run_1/sizing.png
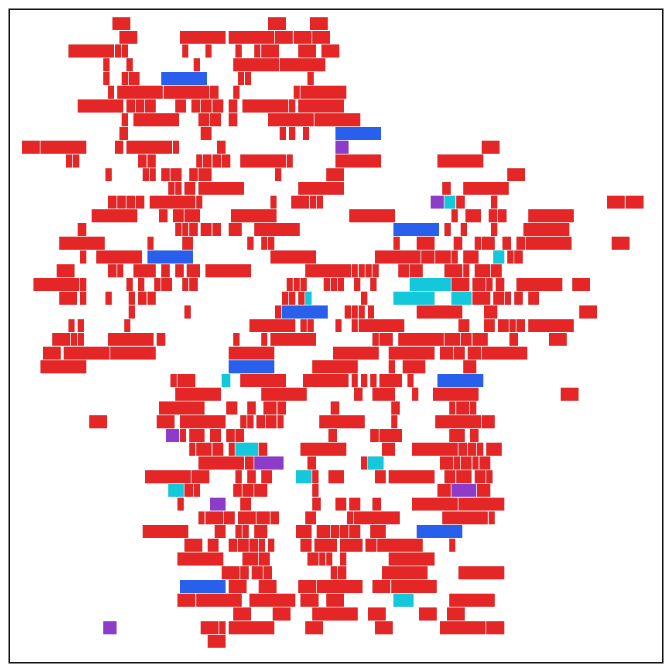
run_1/clock_wires.png
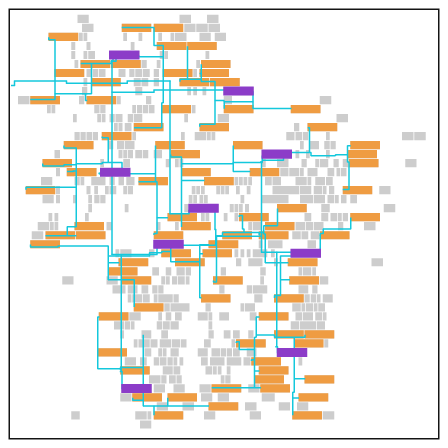
run_1/clock_nets.png
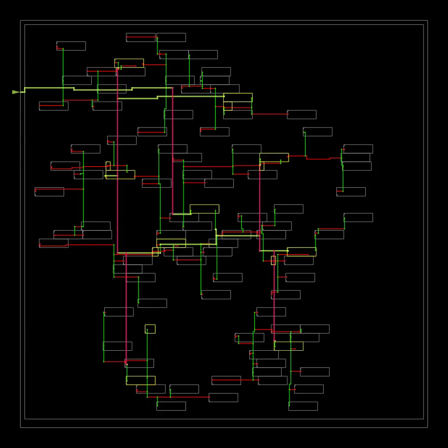
run_1/class_map.png
Bar = 50 µm.
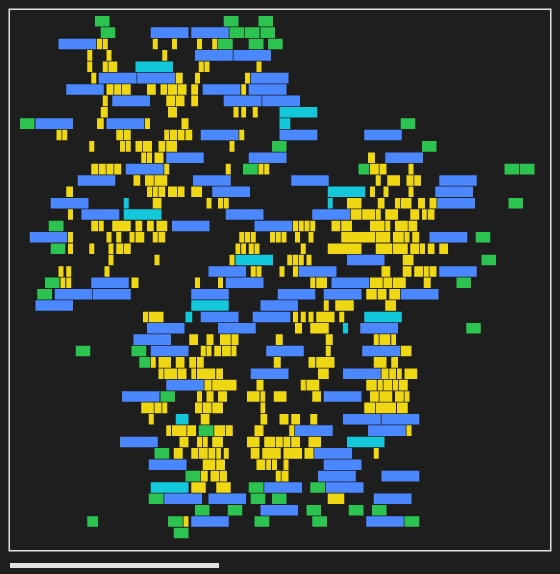
`src/rtl/cam_link_pkg.sv`:
```
// Shared constants and receiver state encoding for the 1-bit thresholded camera link.
// The capture side uses the same frame geometry.
package cam_link_pkg;

    localparam int FRAME_W      = 320;
    localparam int FRAME_H      = 240;
    localparam int FRAME_PIXELS = FRAME_W * FRAME_H;
    localparam int ADDR_W       = 14;

    typedef enum logic [2:0] {
        RESYNC,
        IDLE,
        RECEIVE,
        FLUSH,
        DONE
    } rx_state_t;

endpackage

```
`src/rtl/link_sync.sv`:
```
// Multi-flop synchroniser for the link inputs, with one extra history stage for edge detection.
// `primed` rises once every stage holds a real sample taken after reset.
module link_sync #(
    parameter int STAGES = 2,
    parameter int WIDTH  = 4
) (
    input  logic             clk,
    input  logic             nreset,
    input  logic [WIDTH-1:0] async_in,
    output logic [WIDTH-1:0] sync_cur,
    output logic [WIDTH-1:0] sync_prev,
    output logic             primed
);

    logic [STAGES-1:0][WIDTH-1:0] chain_q;
    logic [STAGES:0]              fill_q;

    // NOTE: synchroniser flops are reset so that edge history never starts from X.
    always_ff @(posedge clk or negedge nreset) begin
        if (!nreset) begin
            chain_q   <= '0;
            sync_prev <= '0;
            fill_q    <= '0;
        end else begin
            // NOTE: non-blocking assignments make every stage sample the old value of its neighbour.
            chain_q[0] <= async_in;
            for (int i = 1; i < STAGES; i++) begin
                chain_q[i] <= chain_q[i-1];
            end
            sync_prev <= chain_q[STAGES-1];
            fill_q    <= {fill_q[STAGES-1:0], 1'b1};
        end
    end

    assign sync_cur = chain_q[STAGES-1];
    assign primed   = fill_q[STAGES];

endmodule

```
`src/rtl/bitmask_stream_receiver.sv`:
```
// Receiver for the 1-bit camera link: samples on synced pclk falling edges, packs bits
// MSB-first into addressed bytes and reports frame start, completion and integrity.
module bitmask_stream_receiver #(
    parameter int FRAME_PIXELS = cam_link_pkg::FRAME_PIXELS,
    parameter int ADDR_W       = cam_link_pkg::ADDR_W,
    parameter int SYNC_STAGES  = 2
) (
    input  logic              clk,
    input  logic              nreset,
    input  logic              link_pclk,
    input  logic              link_in_frame,
    input  logic              link_wr_en,
    input  logic              link_data,
    output logic              byte_valid,
    output logic [7:0]        byte_data,
    output logic [ADDR_W-1:0] byte_addr,
    output logic              frame_start,
    output logic              frame_done,
    output logic              frame_ok,
    output logic [16:0]       pixel_count
);
    import cam_link_pkg::*;

    localparam logic [16:0] PIX_MAX = 17'(FRAME_PIXELS);

    logic [3:0] link_cur;
    logic [3:0] link_prev;
    logic       link_primed;

    link_sync #(
        .STAGES (SYNC_STAGES),
        .WIDTH  (4)
    ) u_link_sync (
        .clk       (clk),
        .nreset    (nreset),
        .async_in  ({link_data, link_wr_en, link_in_frame, link_pclk}),
        .sync_cur  (link_cur),
        .sync_prev (link_prev),
        .primed    (link_primed)
    );

    logic pclk_fall;
    logic in_frame_s;
    logic wr_en_s;
    logic data_s;

    assign pclk_fall  = link_prev[0] & ~link_cur[0];
    assign in_frame_s = link_cur[1];
    assign wr_en_s    = link_cur[2];
    assign data_s     = link_cur[3];

    rx_state_t         state_q, state_d;
    logic [7:0]        shift_q;
    logic [2:0]        bit_idx_q;
    logic [ADDR_W-1:0] addr_cnt_q;
    logic              byte_full_q;
    logic              overflow_q;

    logic       bit_valid;
    logic       take_bit;
    logic       drop_bit;
    logic [2:0] bit_idx_d;
    logic       frame_begin;
    logic       frame_end;
    logic [7:0] flush_byte;

    // NOTE: every signal written here gets a default first, so no path infers a latch.
    always_comb begin
        bit_valid   = (state_q == RECEIVE) && pclk_fall && wr_en_s;
        take_bit    = bit_valid && (pixel_count < PIX_MAX);
        drop_bit    = bit_valid && (pixel_count >= PIX_MAX);
        bit_idx_d   = take_bit ? bit_idx_q + 3'd1 : bit_idx_q;
        frame_begin = 1'b0;
        frame_end   = 1'b0;
        state_d     = state_q;

        unique case (state_q)
            RESYNC:  if (link_primed && !in_frame_s) state_d = IDLE;
            IDLE: begin
                // Level test, so a frame that rose during FLUSH/DONE is still picked up.
                if (in_frame_s) begin
                    state_d     = RECEIVE;
                    frame_begin = 1'b1;
                end
            end
            // A sample event in the same cycle is already folded into bit_idx_d.
            RECEIVE: if (!in_frame_s) state_d = (bit_idx_d != 3'd0) ? FLUSH : DONE;
            FLUSH:   state_d = DONE;
            DONE: begin
                if (!byte_full_q) begin
                    state_d   = IDLE;
                    frame_end = 1'b1;
                end
            end
            default: state_d = RESYNC;
        endcase
    end

    assign flush_byte = shift_q << (4'd8 - {1'b0, bit_idx_q});

    always_ff @(posedge clk or negedge nreset) begin
        if (!nreset) state_q <= RESYNC;
        else         state_q <= state_d;
    end

    always_ff @(posedge clk or negedge nreset) begin
        if (!nreset) begin
            shift_q     <= '0;
            bit_idx_q   <= '0;
            addr_cnt_q  <= '0;
            byte_full_q <= 1'b0;
            overflow_q  <= 1'b0;
            byte_valid  <= 1'b0;
            byte_data   <= '0;
            byte_addr   <= '0;
            frame_start <= 1'b0;
            frame_done  <= 1'b0;
            frame_ok    <= 1'b0;
            pixel_count <= '0;
        end else begin
            byte_valid  <= 1'b0;
            frame_start <= frame_begin;
            frame_done  <= frame_end;

            if (frame_begin) begin
                bit_idx_q   <= '0;
                addr_cnt_q  <= '0;
                byte_full_q <= 1'b0;
                overflow_q  <= 1'b0;
                pixel_count <= '0;
            end

            // A completed byte leaves one cycle after its eighth bit; bits are >= 3 cycles apart.
            if (byte_full_q || state_q == FLUSH) begin
                byte_valid  <= 1'b1;
                byte_data   <= byte_full_q ? shift_q : flush_byte;
                byte_addr   <= addr_cnt_q;
                addr_cnt_q  <= addr_cnt_q + 1'b1;
                byte_full_q <= 1'b0;
            end

            if (take_bit) begin
                shift_q     <= {shift_q[6:0], data_s};
                bit_idx_q   <= bit_idx_d;
                pixel_count <= pixel_count + 17'd1;
                if (bit_idx_q == 3'd7) byte_full_q <= 1'b1;
            end

            if (drop_bit) overflow_q <= 1'b1;

            if (frame_end) frame_ok <= (pixel_count == PIX_MAX) && !overflow_q;
        end
    end

endmodule

```
`config.mk`:
```
export PLATFORM = sky130hd
export DESIGN_NAME = bitmask_stream_receiver
export DESIGN_NICKNAME = d
export VERILOG_FILES = /design/src/rtl/cam_link_pkg.sv /design/src/rtl/link_sync.sv /design/src/rtl/bitmask_stream_receiver.sv
export SDC_FILE = /design/constraint.sdc
export NUM_CORES = 1
export LEC_CHECK = 0
export CORE_UTILIZATION = 25
export CTS_BUF_LIST = sky130_fd_sc_hd__clkbuf_16
export CTS_CLUSTER_DIAMETER = 80
export DETAILED_ROUTE_END_ITERATION = 16
export PLACE_DENSITY = 0.52
export SLEW_MARGIN = 20
export SYNTH_ARGS = -nofsm -noshare
export SYNTH_HDL_FRONTEND = slang
export SYNTH_HIERARCHICAL = 1
export SYNTH_SLANG_ARGS = --single-unit
```
`constraint.sdc`:
```
create_clock -name clk -period 6.7 [get_ports clk]
set_input_delay 1.005 -clock clk [delete_from_list [all_inputs] [get_ports clk]]
set_output_delay 1.005 -clock clk [all_outputs]
set_load 0.02 [all_outputs]
```
==> impl_metrics.yaml, run 1 <==
# synthesis and place-and-route metrics
routing:
  wirelength_mm: 9.74
  routedWlPerCell_um: 14.1
  top_layer: "met4"
  dr.pass1.iters: 4
  vias_per_cell: 4.71
place:
  port_buffers: 48
  place_area_mm2: 0.00470
layout:
  drive_gt1_frac: 0.0591
  comb_cells: 313
  seqCellArea_mm2: 0.00213
  lay_top_cells: "nand2_1, dfrtp_1, clkdlybuf4s50_1, o21ai_0, nor2_1"
  comb-cell-share: 0.356
  comb_area_mm2: 0.00177
  largestClassByArea: "flip-flops and latches"
  layout.nonclk_buf_frac: 0.0995
  non_clock_buffer_count: 50
  largestRegisters: "pixel_count x17, addr_cnt_q x14, byte_addr x14"
  layout.cells.non_filler: 690
power:
  p_per_area_mw_per_mm2: 267
  clockPowerShare: 0.338
  swShare: 0.318
  total_power_w: 0.00132
  p_seq_frac: 0.459
  powerComb_w: 0.000268
critical_path:
  cp-startpoint: "state_q[2]$_DFFE_PN0P_"
  crit_chain: "nand2b_4 > nor4_1 > nand2_1 > inv_1 > ha_1 > nor3b_1 > a31o_2 > o21ai_0 > o31a_1"
  cp.required_ns: 6.93
  worstPathMaxFanout: 22
  cp_data_arrival_time_ns: 3.53
  path_class: "reg2reg"
  endpoint: "state_q[0]$_DFFE_PN0P_"
  critical_path_buf_inv_count: 1
  worstRegToRegCells: 9
  crit_cells: 9
  critical_path.max_stage_delay_ns: 0.64
  crit_family: "simple AND/OR/NAND/NOR gates"
  r2r_start: "state_q[2]$_DFFE_PN0P_"
die:
  die_h_um: 129
  num_rows: 46
  die_w_um: 129
  core_area_mm2: 0.0158
min_path:
  hp-start: "u_link_sync/fill_q[1]$_DFF_PN0_"
  whs_endpoint: "u_link_sync/fill_q[2]$_DFF_PN0_"
  hold_class: "reg2reg"
timing:
  hold_viol: 0
  slew_violations: 0
  tightest_slew_ns: 0.873
  whs_ns: 0.353
  fin_setup_tns_ns: 0
global_route:
  busiest_layer: "met2"
  gr-usage-met1: 0.168
  use_met3: 0.0297
  gr-total-overflow: 0
  grt_max_degree: 59
  grt_pass1_wl_mm: 16.4
  grt_use_met2: 0.201
job:
  max_cap_violations: 0
  warnings: 28
synth:
  synth_area_per_cell_um2: 9.36
  synth_warnings: 6
  syn-cell-area_mm2: 0.00404
cts:
  cts_hold_buffers: 0
  clkTransAtPathRegs_ns: 0.06
  clock_path_buffers: 2
  htree_levels: 3
  ctsResizeCount: 0
  clkLatencyLatePin_ns: 0.35
  cts_tree: "done"
outcome:
  run_status: "finished clean"
Back to the opening pictures, sizing.png:
colour	size	cells	share
red	x1 and smaller	446	94%
blue	x6 and larger	9	1.9%
cyan	x2	12	2.5%
purple	x3 and x4	7	1.5%

Back to the opening pictures, clock_wires.png:
[orange] flip-flops | count: 85
[cyan] clock wires | length: 1230 µm
[purple] clock-net drivers | count: 9
routed clock nets	10

Back to the opening pictures, clock_nets.png:
Clock net power: 0.000447 W
flop count: 85
clock sink count: 85

Back to the opening pictures, class_map.png:
colour	class	cells
cyan	clock drivers and dummy loads	15
blue	sequential cells	85
yellow	remaining logic cells	324
green	remaining buffers and delay cells	50

run_1/m1.png
Supply wires on this layer in grey.
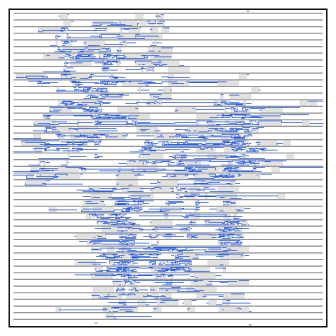

==> run 2, diff against run 1 <==
- clock period: 6.7 -> 3.37 ns (I/O delays scaled with it)
run_2/m1.png
Supply wires on this layer in grey.
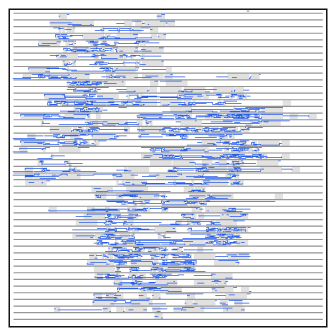
wire length on this layer	4610 µm
nets with wire on the layer	452
share of all routed wire	47%

==> impl_metrics.yaml, run 2 <==
# synthesis and place-and-route metrics
outcome:
  run_status: "finished clean"
cts:
  cts_hold_buffers: 0
  htree_levels: 3
  cts_tree: "done"
  clock_path_buffers: 2
  clock_sinks: 85
die:
  die_h_um: 129
  core_area_mm2: 0.0158
  die_w_um: 129
  num_rows: 46
critical_path:
  worstRegToRegCells: 10
  cp-startpoint: "pixel_count[12]$_DFFE_PN0P_"
  worstPathMaxFanout: 18
  cp.required_ns: 3.60
  r2r_start: "pixel_count[12]$_DFFE_PN0P_"
  crit_chain: "a211o_1 > o21ai_1 > nand2_1 > buf_4 > inv_1 > ha_1 > nor3b_1 > a31o_2 > o21ai_0 > o31a_1"
  crit_cells: 10
  crit_family: "AND-OR/OR-AND gates"
  start_kind: "flip-flop"
  cp_data_arrival_time_ns: 2.69
  path_class: "reg2reg"
  critical_path.max_stage_delay_ns: 0.46
  endpoint: "state_q[0]$_DFFE_PN0P_"
  critical_path_buf_inv_count: 2
layout:
  layout.nonclk_buf_frac: 0.106
  comb_cells: 313
  layout.cells.non_filler: 696
  lay_top_cells: "nand2_1, dfrtp_1, clkdlybuf4s50_1, o21ai_0, nor2_1"
  comb-cell-share: 0.352
  nFlopsAndLatches: 85
  drive_gt1_frac: 0.0771
  non_clock_buffer_count: 55
  clkbuf_count: 9
  n_all_inverters: 11
  seqCellArea_mm2: 0.00213
  largestRegisters: "pixel_count x17, addr_cnt_q x14, byte_addr x14"
  largestClassByArea: "flip-flops and latches"
  antennaDiodeCount: 0
routing:
  routedWlPerCell_um: 14.1
  antenna_left: 0
  vias_per_cell: 4.66
min_path:
  hold_class: "in2async"
timing:
  hold_viol: 0
  whs_ns: 0.231
  tightest_slew_ns: 0.925
  slew_violations: 0
  fin_setup_tns_ns: 0
global_route:
  grt_use_met2: 0.208
  grt_pass1_wl_mm: 16.2
  grt_max_degree: 60
  gr-total-overflow: 0
  use_met3: 0.0297
  gr-usage-met1: 0.159
  antenna_found_initial: 0
power:
  total_power_w: 0.00271
  p_per_area_mw_per_mm2: 540
  powerComb_w: 0.000547
  p_seq_frac: 0.446
  clockPowerShare: 0.352
  p_clk_w: 0.000955
  swShare: 0.326
  peakVddDrop_v: 0.000219
synth:
  syn-cell-area_mm2: 0.00404
  synth_area_per_cell_um2: 9.36
  synth_warnings: 6
job:
  warnings: 28
Power and IR drop assume default switching activity.
